**src/rtl/uap_pkg.sv**
```systemverilog
// Shared opcodes, response codes and FSM state encoding for the UART probe command engine.
package uap_pkg;

  localparam logic [7:0] UAP_OP_GPO_WR = 8'h01;
  localparam logic [7:0] UAP_OP_GPI_RD = 8'h02;
  localparam logic [7:0] UAP_OP_AXI_WR = 8'h03;
  localparam logic [7:0] UAP_OP_AXI_RD = 8'h04;

  localparam logic [7:0] UAP_RSP_ACK     = 8'h01;
  localparam logic [7:0] UAP_RSP_BADOP   = 8'hEE;
  localparam logic [7:0] UAP_RSP_TIMEOUT = 8'hFF;

  typedef enum logic [2:0] {
    ST_IDLE,
    ST_ARGS,
    ST_EXEC,
    ST_AW_W,
    ST_B,
    ST_AR,
    ST_R,
    ST_RESP
  } uap_state_e;

  function automatic int uap_max(input int a, input int b);
    return (a > b) ? a : b;
  endfunction

endpackage

```
**src/rtl/uap_resp_buf.sv**
```systemverilog
// Response shift buffer: parallel-loads up to NBYTES bytes (MSB-first, left-aligned)
// and drains them one byte per tx handshake.
module uap_resp_buf #(
  parameter int NBYTES = 5,
  parameter int CW     = $clog2(NBYTES + 1)
) (
  input  logic                  clk,
  input  logic                  aresetn,
  input  logic                  load,
  input  logic [8*NBYTES-1:0]   load_data,
  input  logic [CW-1:0]         load_cnt,
  output logic [7:0]            tx_data,
  output logic                  tx_valid,
  input  logic                  tx_ready,
  output logic                  last_done
);

  logic [8*NBYTES-1:0] shift_q, shift_d;
  logic [CW-1:0]       cnt_q, cnt_d;
  logic                fire;

  assign fire      = tx_valid && tx_ready;
  assign tx_data   = shift_q[8*NBYTES-1 -: 8];
  assign tx_valid  = (cnt_q != '0);
  assign last_done = fire && (cnt_q == CW'(1));

  always_comb begin
    shift_d = shift_q;
    cnt_d   = cnt_q;
    if (load) begin
      shift_d = load_data;
      cnt_d   = load_cnt;
    end else if (fire) begin
      shift_d = {shift_q[8*NBYTES-9:0], 8'h00};
      cnt_d   = cnt_q - CW'(1);
    end
  end

  always_ff @(posedge clk or negedge aresetn) begin
    if (!aresetn) begin
      shift_q <= '0;
      cnt_q   <= '0;
    end else begin
      shift_q <= shift_d;
      cnt_q   <= cnt_d;
    end
  end

endmodule

```
**src/rtl/uap_cmd_engine.sv**
```systemverilog
// UART probe command engine: decodes rx bytes into GPO/GPI and single-beat AXI accesses.
// Optional AXI response timeout is built when UAP_TIMEOUT_EN is defined.
module uap_cmd_engine
  import uap_pkg::*;
#(
  parameter int               GPO_W     = 32,
  parameter int               GPI_W     = 32,
  parameter logic [GPO_W-1:0] GPO_RESET = '0,
  parameter int               AXI_AW    = 32,
  parameter int               AXI_DW    = 32,
  parameter int               TIMEOUT   = 1024
) (
  input  logic                  clk,
  input  logic                  aresetn,
  input  logic [7:0]            rx_data,
  input  logic                  rx_valid,
  output logic                  rx_ready,
  output logic [7:0]            tx_data,
  output logic                  tx_valid,
  input  logic                  tx_ready,
  output logic [GPO_W-1:0]      gpo,
  input  logic [GPI_W-1:0]      gpi,
  output logic [AXI_AW-1:0]     m_axi_awaddr,
  output logic                  m_axi_awvalid,
  input  logic                  m_axi_awready,
  output logic [2:0]            m_axi_awsize,
  output logic [AXI_DW-1:0]     m_axi_wdata,
  output logic [AXI_DW/8-1:0]   m_axi_wstrb,
  output logic                  m_axi_wlast,
  output logic                  m_axi_wvalid,
  input  logic                  m_axi_wready,
  input  logic [1:0]            m_axi_bresp,
  input  logic                  m_axi_bvalid,
  output logic                  m_axi_bready,
  output logic [AXI_AW-1:0]     m_axi_araddr,
  output logic [2:0]            m_axi_arsize,
  output logic                  m_axi_arvalid,
  input  logic                  m_axi_arready,
  input  logic [AXI_DW-1:0]     m_axi_rdata,
  input  logic [1:0]            m_axi_rresp,
  input  logic                  m_axi_rlast,
  input  logic                  m_axi_rvalid,
  output logic                  m_axi_rready
);

  localparam int GB    = GPO_W / 8;
  localparam int IB    = GPI_W / 8;
  localparam int AB    = AXI_AW / 8;
  localparam int DB    = AXI_DW / 8;
  localparam int BUF_N = 1 + uap_max(IB, DB);
  localparam int BUF_W = 8 * BUF_N;
  localparam int CW    = $clog2(BUF_N + 1);
  localparam int ARG_W = 8 * uap_max(GB, AB + DB + 1);

  uap_state_e              state_q, state_d;
  logic [7:0]              op_q, op_d;
  logic [7:0]              nargs_q, nargs_d;
  logic [7:0]              arg_cnt_q, arg_cnt_d;
  logic [ARG_W-1:0]        arg_q, arg_d;
  logic [GPO_W-1:0]        gpo_q, gpo_d;
  logic [AXI_AW-1:0]       awaddr_q, awaddr_d, araddr_q, araddr_d;
  logic [AXI_DW-1:0]       wdata_q, wdata_d;
  logic [AXI_DW/8-1:0]     wstrb_q, wstrb_d;
  logic                    aw_done_q, aw_done_d, w_done_q, w_done_d;
  logic                    rdy_en_q;

  logic                    rx_fire, aw_fire, w_fire;
  logic [7:0]              nargs_new;
  logic                    rb_load, rb_last;
  logic [BUF_W-1:0]        rb_data;
  logic [CW-1:0]           rb_cnt;
  logic                    tmo_hit;

  // rx_ready stays low until the first clock after reset release
  assign rx_ready      = rdy_en_q && (state_q == ST_IDLE || state_q == ST_ARGS);
  assign rx_fire       = rx_valid && rx_ready;
  assign m_axi_awvalid = (state_q == ST_AW_W) && !aw_done_q;
  assign m_axi_wvalid  = (state_q == ST_AW_W) && !w_done_q;
  assign m_axi_bready  = (state_q == ST_B);
  assign m_axi_arvalid = (state_q == ST_AR);
  assign m_axi_rready  = (state_q == ST_R);
  assign aw_fire       = m_axi_awvalid && m_axi_awready;
  assign w_fire        = m_axi_wvalid && m_axi_wready;
  assign m_axi_awaddr  = awaddr_q;
  assign m_axi_araddr  = araddr_q;
  assign m_axi_wdata   = wdata_q;
  assign m_axi_wstrb   = wstrb_q;
  assign m_axi_wlast   = 1'b1;
  assign m_axi_awsize  = 3'($clog2(DB));
  assign m_axi_arsize  = 3'($clog2(DB));
  assign gpo           = gpo_q;

  always_comb begin
    nargs_new = 8'd0;
    case (rx_data)
      UAP_OP_GPO_WR: nargs_new = 8'(GB);
      UAP_OP_AXI_WR: nargs_new = 8'(AB + DB + 1);
      UAP_OP_AXI_RD: nargs_new = 8'(AB);
      default:       nargs_new = 8'd0;
    endcase
  end

`ifdef UAP_TIMEOUT_EN
  localparam int TW = $clog2(TIMEOUT + 1);
  logic [TW-1:0] tmo_q, tmo_d;

  assign tmo_hit = (tmo_q == TW'(TIMEOUT - 1));
  // counts only while staying in B or R; any transition restarts from zero
  assign tmo_d   = ((state_q == ST_B || state_q == ST_R) && state_d == state_q)
                   ? tmo_q + TW'(1) : '0;

  always_ff @(posedge clk or negedge aresetn) begin
    if (!aresetn) tmo_q <= '0;
    else          tmo_q <= tmo_d;
  end
`else
  logic unused_tmo;
  assign tmo_hit    = 1'b0;
  assign unused_tmo = (TIMEOUT > 0);
`endif

  always_comb begin
    state_d   = state_q;
    op_d      = op_q;
    nargs_d   = nargs_q;
    arg_cnt_d = arg_cnt_q;
    arg_d     = arg_q;
    gpo_d     = gpo_q;
    awaddr_d  = awaddr_q;
    araddr_d  = araddr_q;
    wdata_d   = wdata_q;
    wstrb_d   = wstrb_q;
    aw_done_d = aw_done_q;
    w_done_d  = w_done_q;
    rb_load   = 1'b0;
    rb_data   = '0;
    rb_cnt    = '0;

    unique case (state_q)
      ST_IDLE: begin
        if (rx_fire) begin
          op_d      = rx_data;
          nargs_d   = nargs_new;
          arg_cnt_d = 8'd0;
          state_d   = (nargs_new != 8'd0) ? ST_ARGS : ST_EXEC;
        end
      end
      ST_ARGS: begin
        if (rx_fire) begin
          arg_d     = {arg_q[ARG_W-9:0], rx_data};
          arg_cnt_d = arg_cnt_q + 8'd1;
          if (arg_cnt_q + 8'd1 == nargs_q) state_d = ST_EXEC;
        end
      end
      ST_EXEC: begin
        case (op_q)
          UAP_OP_GPO_WR: begin
            gpo_d                 = arg_q[GPO_W-1:0];
            rb_load               = 1'b1;
            rb_data[BUF_W-1 -: 8] = UAP_RSP_ACK;
            rb_cnt                = CW'(1);
            state_d               = ST_RESP;
          end
          UAP_OP_GPI_RD: begin
            rb_load                   = 1'b1;
            rb_data[BUF_W-1 -: GPI_W] = gpi;
            rb_cnt                    = CW'(IB);
            state_d                   = ST_RESP;
          end
          UAP_OP_AXI_WR: begin
            // arg layout after shifting: {addr, data, strobe byte}
            awaddr_d  = arg_q[8+AXI_DW +: AXI_AW];
            wdata_d   = arg_q[8 +: AXI_DW];
            wstrb_d   = arg_q[DB-1:0];
            aw_done_d = 1'b0;
            w_done_d  = 1'b0;
            state_d   = ST_AW_W;
          end
          UAP_OP_AXI_RD: begin
            araddr_d = arg_q[AXI_AW-1:0];
            state_d  = ST_AR;
          end
          default: begin
            rb_load               = 1'b1;
            rb_data[BUF_W-1 -: 8] = UAP_RSP_BADOP;
            rb_cnt                = CW'(1);
            state_d               = ST_RESP;
          end
        endcase
      end
      ST_AW_W: begin
        if (aw_fire) aw_done_d = 1'b1;
        if (w_fire)  w_done_d  = 1'b1;
        if ((aw_done_q || aw_fire) && (w_done_q || w_fire)) state_d = ST_B;
      end
      ST_B: begin
        if (m_axi_bvalid) begin
          rb_load               = 1'b1;
          rb_data[BUF_W-1 -: 8] = {6'b0, m_axi_bresp};
          rb_cnt                = CW'(1);
          state_d               = ST_RESP;
        end else if (tmo_hit) begin
          rb_load               = 1'b1;
          rb_data[BUF_W-1 -: 8] = UAP_RSP_TIMEOUT;
          rb_cnt                = CW'(1);
          state_d               = ST_RESP;
        end
      end
      ST_AR: begin
        if (m_axi_arready) state_d = ST_R;
      end
      ST_R: begin
        if (m_axi_rvalid) begin
          rb_load                        = 1'b1;
          rb_data[BUF_W-1 -: 8+AXI_DW]   = {6'b0, m_axi_rresp, m_axi_rdata};
          rb_cnt                         = CW'(1 + DB);
          state_d                        = ST_RESP;
        end else if (tmo_hit) begin
          rb_load               = 1'b1;
          rb_data[BUF_W-1 -: 8] = UAP_RSP_TIMEOUT;
          rb_cnt                = CW'(1);
          state_d               = ST_RESP;
        end
      end
      ST_RESP: begin
        if (rb_last) state_d = ST_IDLE;
      end
      default: state_d = ST_IDLE;
    endcase
  end

  always_ff @(posedge clk or negedge aresetn) begin
    if (!aresetn) begin
      state_q   <= ST_IDLE;
      op_q      <= '0;
      nargs_q   <= '0;
      arg_cnt_q <= '0;
      arg_q     <= '0;
      gpo_q     <= GPO_RESET;
      awaddr_q  <= '0;
      araddr_q  <= '0;
      wdata_q   <= '0;
      wstrb_q   <= '0;
      aw_done_q <= 1'b0;
      w_done_q  <= 1'b0;
      rdy_en_q  <= 1'b0;
    end else begin
      state_q   <= state_d;
      op_q      <= op_d;
      nargs_q   <= nargs_d;
      arg_cnt_q <= arg_cnt_d;
      arg_q     <= arg_d;
      gpo_q     <= gpo_d;
      awaddr_q  <= awaddr_d;
      araddr_q  <= araddr_d;
      wdata_q   <= wdata_d;
      wstrb_q   <= wstrb_d;
      aw_done_q <= aw_done_d;
      w_done_q  <= w_done_d;
      rdy_en_q  <= 1'b1;
    end
  end

  uap_resp_buf #(
    .NBYTES (BUF_N),
    .CW     (CW)
  ) u_resp_buf (
    .clk       (clk),
    .aresetn   (aresetn),
    .load      (rb_load),
    .load_data (rb_data),
    .load_cnt  (rb_cnt),
    .tx_data   (tx_data),
    .tx_valid  (tx_valid),
    .tx_ready  (tx_ready),
    .last_done (rb_last)
  );

  logic unused_in;
  assign unused_in = m_axi_rlast;

endmodule

```
**config.mk**
```make
export PLATFORM = sky130hd
export DESIGN_NAME = uap_cmd_engine
export DESIGN_NICKNAME = d
export VERILOG_FILES = /design/src/rtl/uap_pkg.sv /design/src/rtl/uap_resp_buf.sv /design/src/rtl/uap_cmd_engine.sv
export SDC_FILE = /design/constraint.sdc
export NUM_CORES = 1
export LEC_CHECK = 0
export CORE_MARGIN = 10
export CORE_UTILIZATION = 51
export CTS_BUF_LIST = sky130_fd_sc_hd__clkbuf_4 sky130_fd_sc_hd__clkbuf_8 sky130_fd_sc_hd__clkbuf_16
export CTS_CLUSTER_DIAMETER = 40
export CTS_CLUSTER_SIZE = 10
export DETAILED_ROUTE_END_ITERATION = 16
export HOLD_SLACK_MARGIN = 0.12
export PLACE_DENSITY_LB_ADDON = 0.25
export RECOVER_POWER = 25
export SYNTH_ARGS = -nofsm -noshare
export SYNTH_HDL_FRONTEND = slang
export SYNTH_SLANG_ARGS = --single-unit
```
**constraint.sdc**
```tcl
create_clock -name clk -period 3 [get_ports clk]
set_clock_uncertainty 0.05 [all_clocks]
set_input_delay 0.45 -clock clk [delete_from_list [all_inputs] [get_ports clk]]
set_output_delay 0.45 -clock clk [all_outputs]
set_load 0.02 [all_outputs]
```
Figure 1. Wire density map (run 1).
(2 px per um) 34 x 34 tiles, from dark blue (low) to red (high), scaled to the fullest tile. Values are wire area over tile area, all layers added.
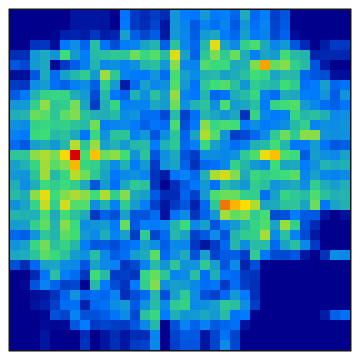
9.9% of the tiles are over half the peak. The densest ninth of the die: left middle. The emptiest ninth of the die: bottom right. 15% of the tiles are nearly empty.

Figure 2. Register map, names as in the netlist (run 1).
(3 px per um)
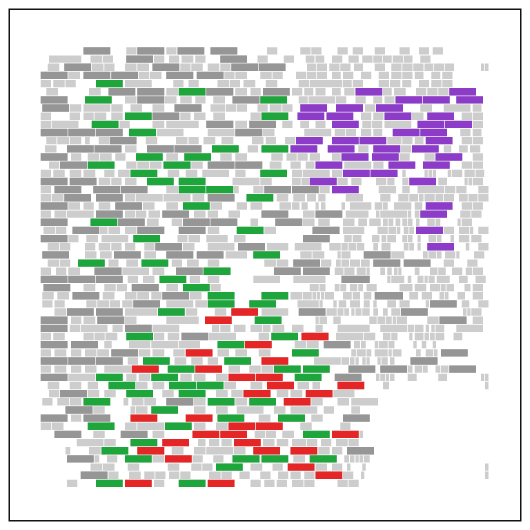
Purple is u_resp_buf.shift_q, flops 40, where top right. Red is m_axi_awaddr, flops 32, where bottom middle. Green is arg_q, flops 72.

==> results.sh, run 1 <==
# physical design summary
export IMPL_outcome="finished with violations"
export IMPL_violations="max-capacitance violations, max-slew violations"
export IMPL_holdWs_ns=0.4281
export IMPL_io_pins=240
export IMPL_powerDensity_nw_per_um2=760.3
export IMPL_die_w_um=170.0
export IMPL_grt_remaining_overflow=0
export IMPL_ys_chip_area_sq_um=11480
export IMPL_reg2reg_slack_ns=0.46
export IMPL_lay_top_cells="dfrtp_1 (269), clkdlybuf4s50_1 (230), mux2_2 (188), clkbuf_16 (41), a22o_1 (40)"
export IMPL_via_count=7454
export IMPL_async_flop_share_pct=100.0
export IMPL_final_area_sq_um=15400
export IMPL_p_total_mw=11.71
export IMPL_nonClockBufferCount=255
export IMPL_adder_share_pct=0.4359
export IMPL_ys_flops=271
export IMPL_synth_top_cell_by_count="dfrtp_1"
export IMPL_clk_pin_slew_ns=0.05
export IMPL_clock_cell_area_share_pct=9.081
export IMPL_cts_hold_buffers=1
export IMPL_cp_endpoint="m_axi_wvalid"
export IMPL_yosys_area_top_type="dfrtp_1"
export IMPL_post_drt_wl_per_cell_um=21.32
export IMPL_r2r_start="op_q[4]"
export IMPL_rsz0062_at_grt="no"
export IMPL_tns_ns=0
export IMPL_gp_congestion=0.7843
export IMPL_numCtsBuffers=40
export IMPL_clkPwrFrac_pct=40.9
export IMPL_die_area_sq_um=28910
export IMPL_crit_cells=4
export IMPL_post_cts_resized=0
export IMPL_min_period_over_period_pct=92.81
export IMPL_warnings=29
export IMPL_crit_type="reg -> out"
export IMPL_yosysWarnings=0
export IMPL_maxCapViolCount=1
export IMPL_hpwl_um=19890
export IMPL_initCoreUtil_pct=52.28
export IMPL_clockBufferDepth=3
export IMPL_drive_gt1_share_pct=28.00
export IMPL_highest_layer="met4"
export IMPL_grt_pass1_wl_um=45230
export IMPL_holdPathStages=1
export IMPL_p_leak_nw=7.349
export IMPL_drc=0
export IMPL_hp_start="m_axi_awaddr[24]"
export IMPL_place_ws_ns=0.4494
export IMPL_end_kind="output pin"
export IMPL_switchingPower_mw=3.315
export IMPL_area_leaders="dfrtp_1 (59%), mux2_2 (18%), a22o_1 (3.1%)"
export IMPL_vdd_drop_max_uv=432.9
export IMPL_insertion_delay_ns=0.52
export IMPL_use_met2_pct=31.59
export IMPL_core_sq_um=21960
export IMPL_placed_area_sq_um=14010
export IMPL_fin_cells=1355
export IMPL_diodes=0
export IMPL_largest_register="arg_q"
export IMPL_max_slew_margin_rel_pct=-33.88
export IMPL_crit_buf_inv=1
export IMPL_arrival_ns=2.28
export IMPL_fmax_mhz=359.2
export IMPL_clk_root_buffer_cell="clkbuf_16"
export IMPL_worstMarginPinSlew_ns=2.008
export IMPL_logic_area_sq_um=4243
export IMPL_reg2regPathDepth=6
export IMPL_power_group_top="clock"
export IMPL_fin_ws_ns=0.2157
export IMPL_maxSlewViolCount=80
export IMPL_ant_nets=0
export IMPL_startpoint_type="flip-flop"
export IMPL_cp_required_ns=2.50
export IMPL_inverters=13
export IMPL_largest_cell_class="sequential cells"
export IMPL_synth_avg_cell_area_sq_um=14.12
export IMPL_first_pass_iters=4
export IMPL_path_max_fanout=18
export IMPL_synth_top_cells_by_count="dfrtp_1 (271), mux2_2 (188), a22o_1 (40), nand2_1 (38), mux2_1 (24)"
export IMPL_largestRegisters="arg_q: 72 flops, u_resp_buf.shift_q: 40 flops"
Figure 3. I/O nets highlighted (run 1).
(3 px per um)
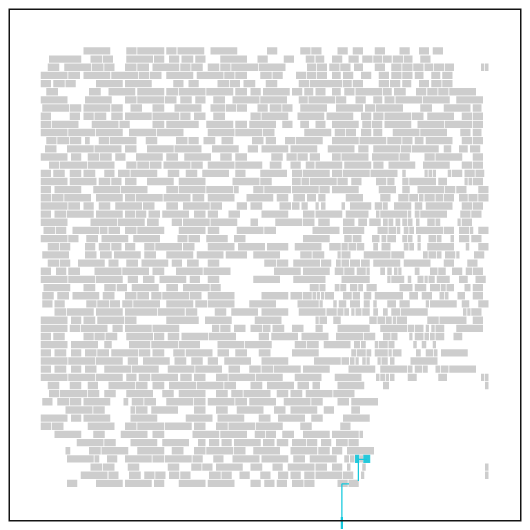
Cyan is m_axi_wready, bits 1, direction input, end cells 2, buffers 1, wire 24.6 um.

==> run 1 -> run 2 <==
--- a/config.mk
+++ b/config.mk
@@ -14,6 +14,7 @@
 export HOLD_SLACK_MARGIN = 0.12
 export PLACE_DENSITY_LB_ADDON = 0.25
 export RECOVER_POWER = 25
+export SKIP_LAST_GASP = 1
 export SYNTH_ARGS = -nofsm -noshare
 export SYNTH_HDL_FRONTEND = slang
 export SYNTH_SLANG_ARGS = --single-unit
Figure 4. Wire density map (run 2).
(2 px per um) 34 x 34 tiles, from dark blue (low) to red (high), scaled to the fullest tile. Values are wire area over tile area, all layers added.
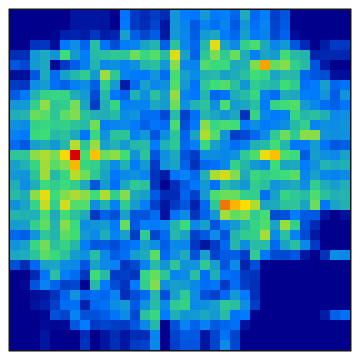
9.9% of the tiles are over half the peak. The fullest tile reaches 0.60. The emptiest ninth of the die: bottom right. The mean over all tiles is 0.16. 15% of the tiles are nearly empty. The densest ninth of the die: left middle.

Figure 5. I/O nets highlighted (run 2).
(3 px per um)
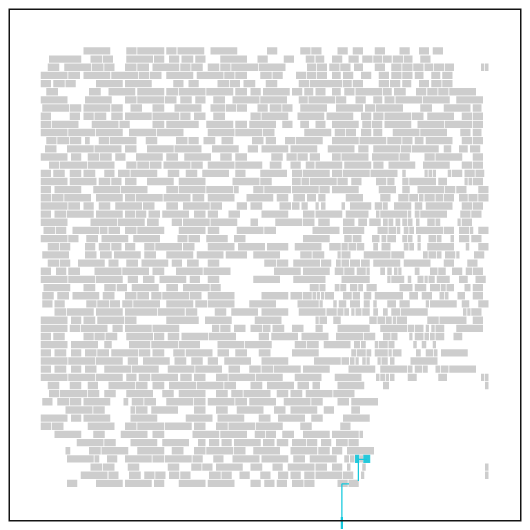
Cyan is m_axi_wready, bits 1, direction input, end cells 2, buffers 1, wire 24.6 um.

==> run 2 against run 1 <==
Against the previous run: the run still ends with max-capacitance violations, max-slew violations left; largest power group unchanged; sequential cell count stayed put; first-iteration DRC count unchanged; sequential power hardly changed; routed wire length unchanged; register-to-register slack hardly changed.
==> results.sh, run 2 <==
# physical design summary
export IMPL_post_drt_wl_per_cell_um=21.32
export IMPL_fin_cells=1355
export IMPL_clock_cell_area_share_pct=9.081
export IMPL_insertion_delay_ns=0.52
export IMPL_yosysWarnings=0
export IMPL_clkPwrFrac_pct=40.9
export IMPL_cp_required_ns=2.50
export IMPL_outcome="finished with violations"
export IMPL_seqPwrFrac_pct=40.5
export IMPL_path_max_fanout=18
export IMPL_switchingPower_mw=3.315
export IMPL_yosys_area_top_type="dfrtp_1"
export IMPL_p_leak_nw=7.349
export IMPL_ant_nets=0
export IMPL_lay_top_cells="dfrtp_1 (269), clkdlybuf4s50_1 (230), mux2_2 (188), clkbuf_16 (41), a22o_1 (40)"
export IMPL_synth_top_cells_by_count="dfrtp_1 (271), mux2_2 (188), a22o_1 (40), nand2_1 (38), mux2_1 (24)"
export IMPL_crit_buf_inv=1
export IMPL_grt_pass1_wl_um=45230
export IMPL_use_met2_pct=31.59
export IMPL_reg2reg_slack_ns=0.46
export IMPL_cp_endpoint="m_axi_wvalid"
export IMPL_holdPathStages=1
export IMPL_logic_gates=469
export IMPL_tns_ns=0
export IMPL_gp_congestion=0.7843
export IMPL_rsz0062_at_grt="no"
export IMPL_p_total_mw=11.71
export IMPL_hpwl_um=19890
export IMPL_ys_chip_area_sq_um=11480
export IMPL_arrival_ns=2.28
export IMPL_initCoreUtil_pct=52.28
export IMPL_adder_share_pct=0.4359
export IMPL_placed_area_sq_um=14010
export IMPL_fmax_mhz=359.2
export IMPL_grt_remaining_overflow=0
export IMPL_clk_pin_slew_ns=0.05
export IMPL_maxSlewViolCount=80
export IMPL_startpoint_type="flip-flop"
export IMPL_nonClockBufferCount=255
export IMPL_largest_register="arg_q"
export IMPL_maxCapViolCount=1
export IMPL_clockBufferDepth=3
export IMPL_reg2regPathDepth=6
export IMPL_fin_ws_ns=0.2157
export IMPL_place_ws_ns=0.4494
export IMPL_final_area_sq_um=15400
export IMPL_r2r_start="op_q[4]"
export IMPL_hp_start="m_axi_awaddr[24]"
export IMPL_clk_root_buffer_cell="clkbuf_16"
export IMPL_diodes=0
export IMPL_drive_gt1_share_pct=28.00
export IMPL_core_sq_um=21960
export IMPL_io_pins=240
export IMPL_vdd_drop_max_uv=432.9
export IMPL_holdWs_ns=0.4281
export IMPL_largest_cell_class="sequential cells"
export IMPL_warnings=29
export IMPL_end_kind="output pin"
export IMPL_drc=0
export IMPL_largestRegisters="arg_q: 72 flops, u_resp_buf.shift_q: 40 flops"
export IMPL_power_group_top="clock"
export IMPL_max_slew_margin_rel_pct=-33.88
export IMPL_synth_distinct_cells=65
export IMPL_violations="max-capacitance violations, max-slew violations"
export IMPL_via_count=7454
export IMPL_highest_layer="met4"
export IMPL_min_period_over_period_pct=92.81
export IMPL_first_pass_iters=4
export IMPL_die_w_um=170.0
export IMPL_swShare_pct=28.31
export IMPL_cts_hold_buffers=1
export IMPL_inverters=13
export IMPL_area_leaders="dfrtp_1 (59%), mux2_2 (18%), a22o_1 (3.1%)"
export IMPL_crit_type="reg -> out"
export IMPL_ys_flops=271
export IMPL_synth_top_cell_by_count="dfrtp_1"
export IMPL_logic_area_sq_um=4243
export IMPL_powerDensity_nw_per_um2=760.3
export IMPL_numCtsBuffers=40
export IMPL_post_cts_resized=0
export IMPL_aoi_share_pct=8.762
export IMPL_synth_avg_cell_area_sq_um=14.12
Power and IR drop assume default switching activity.
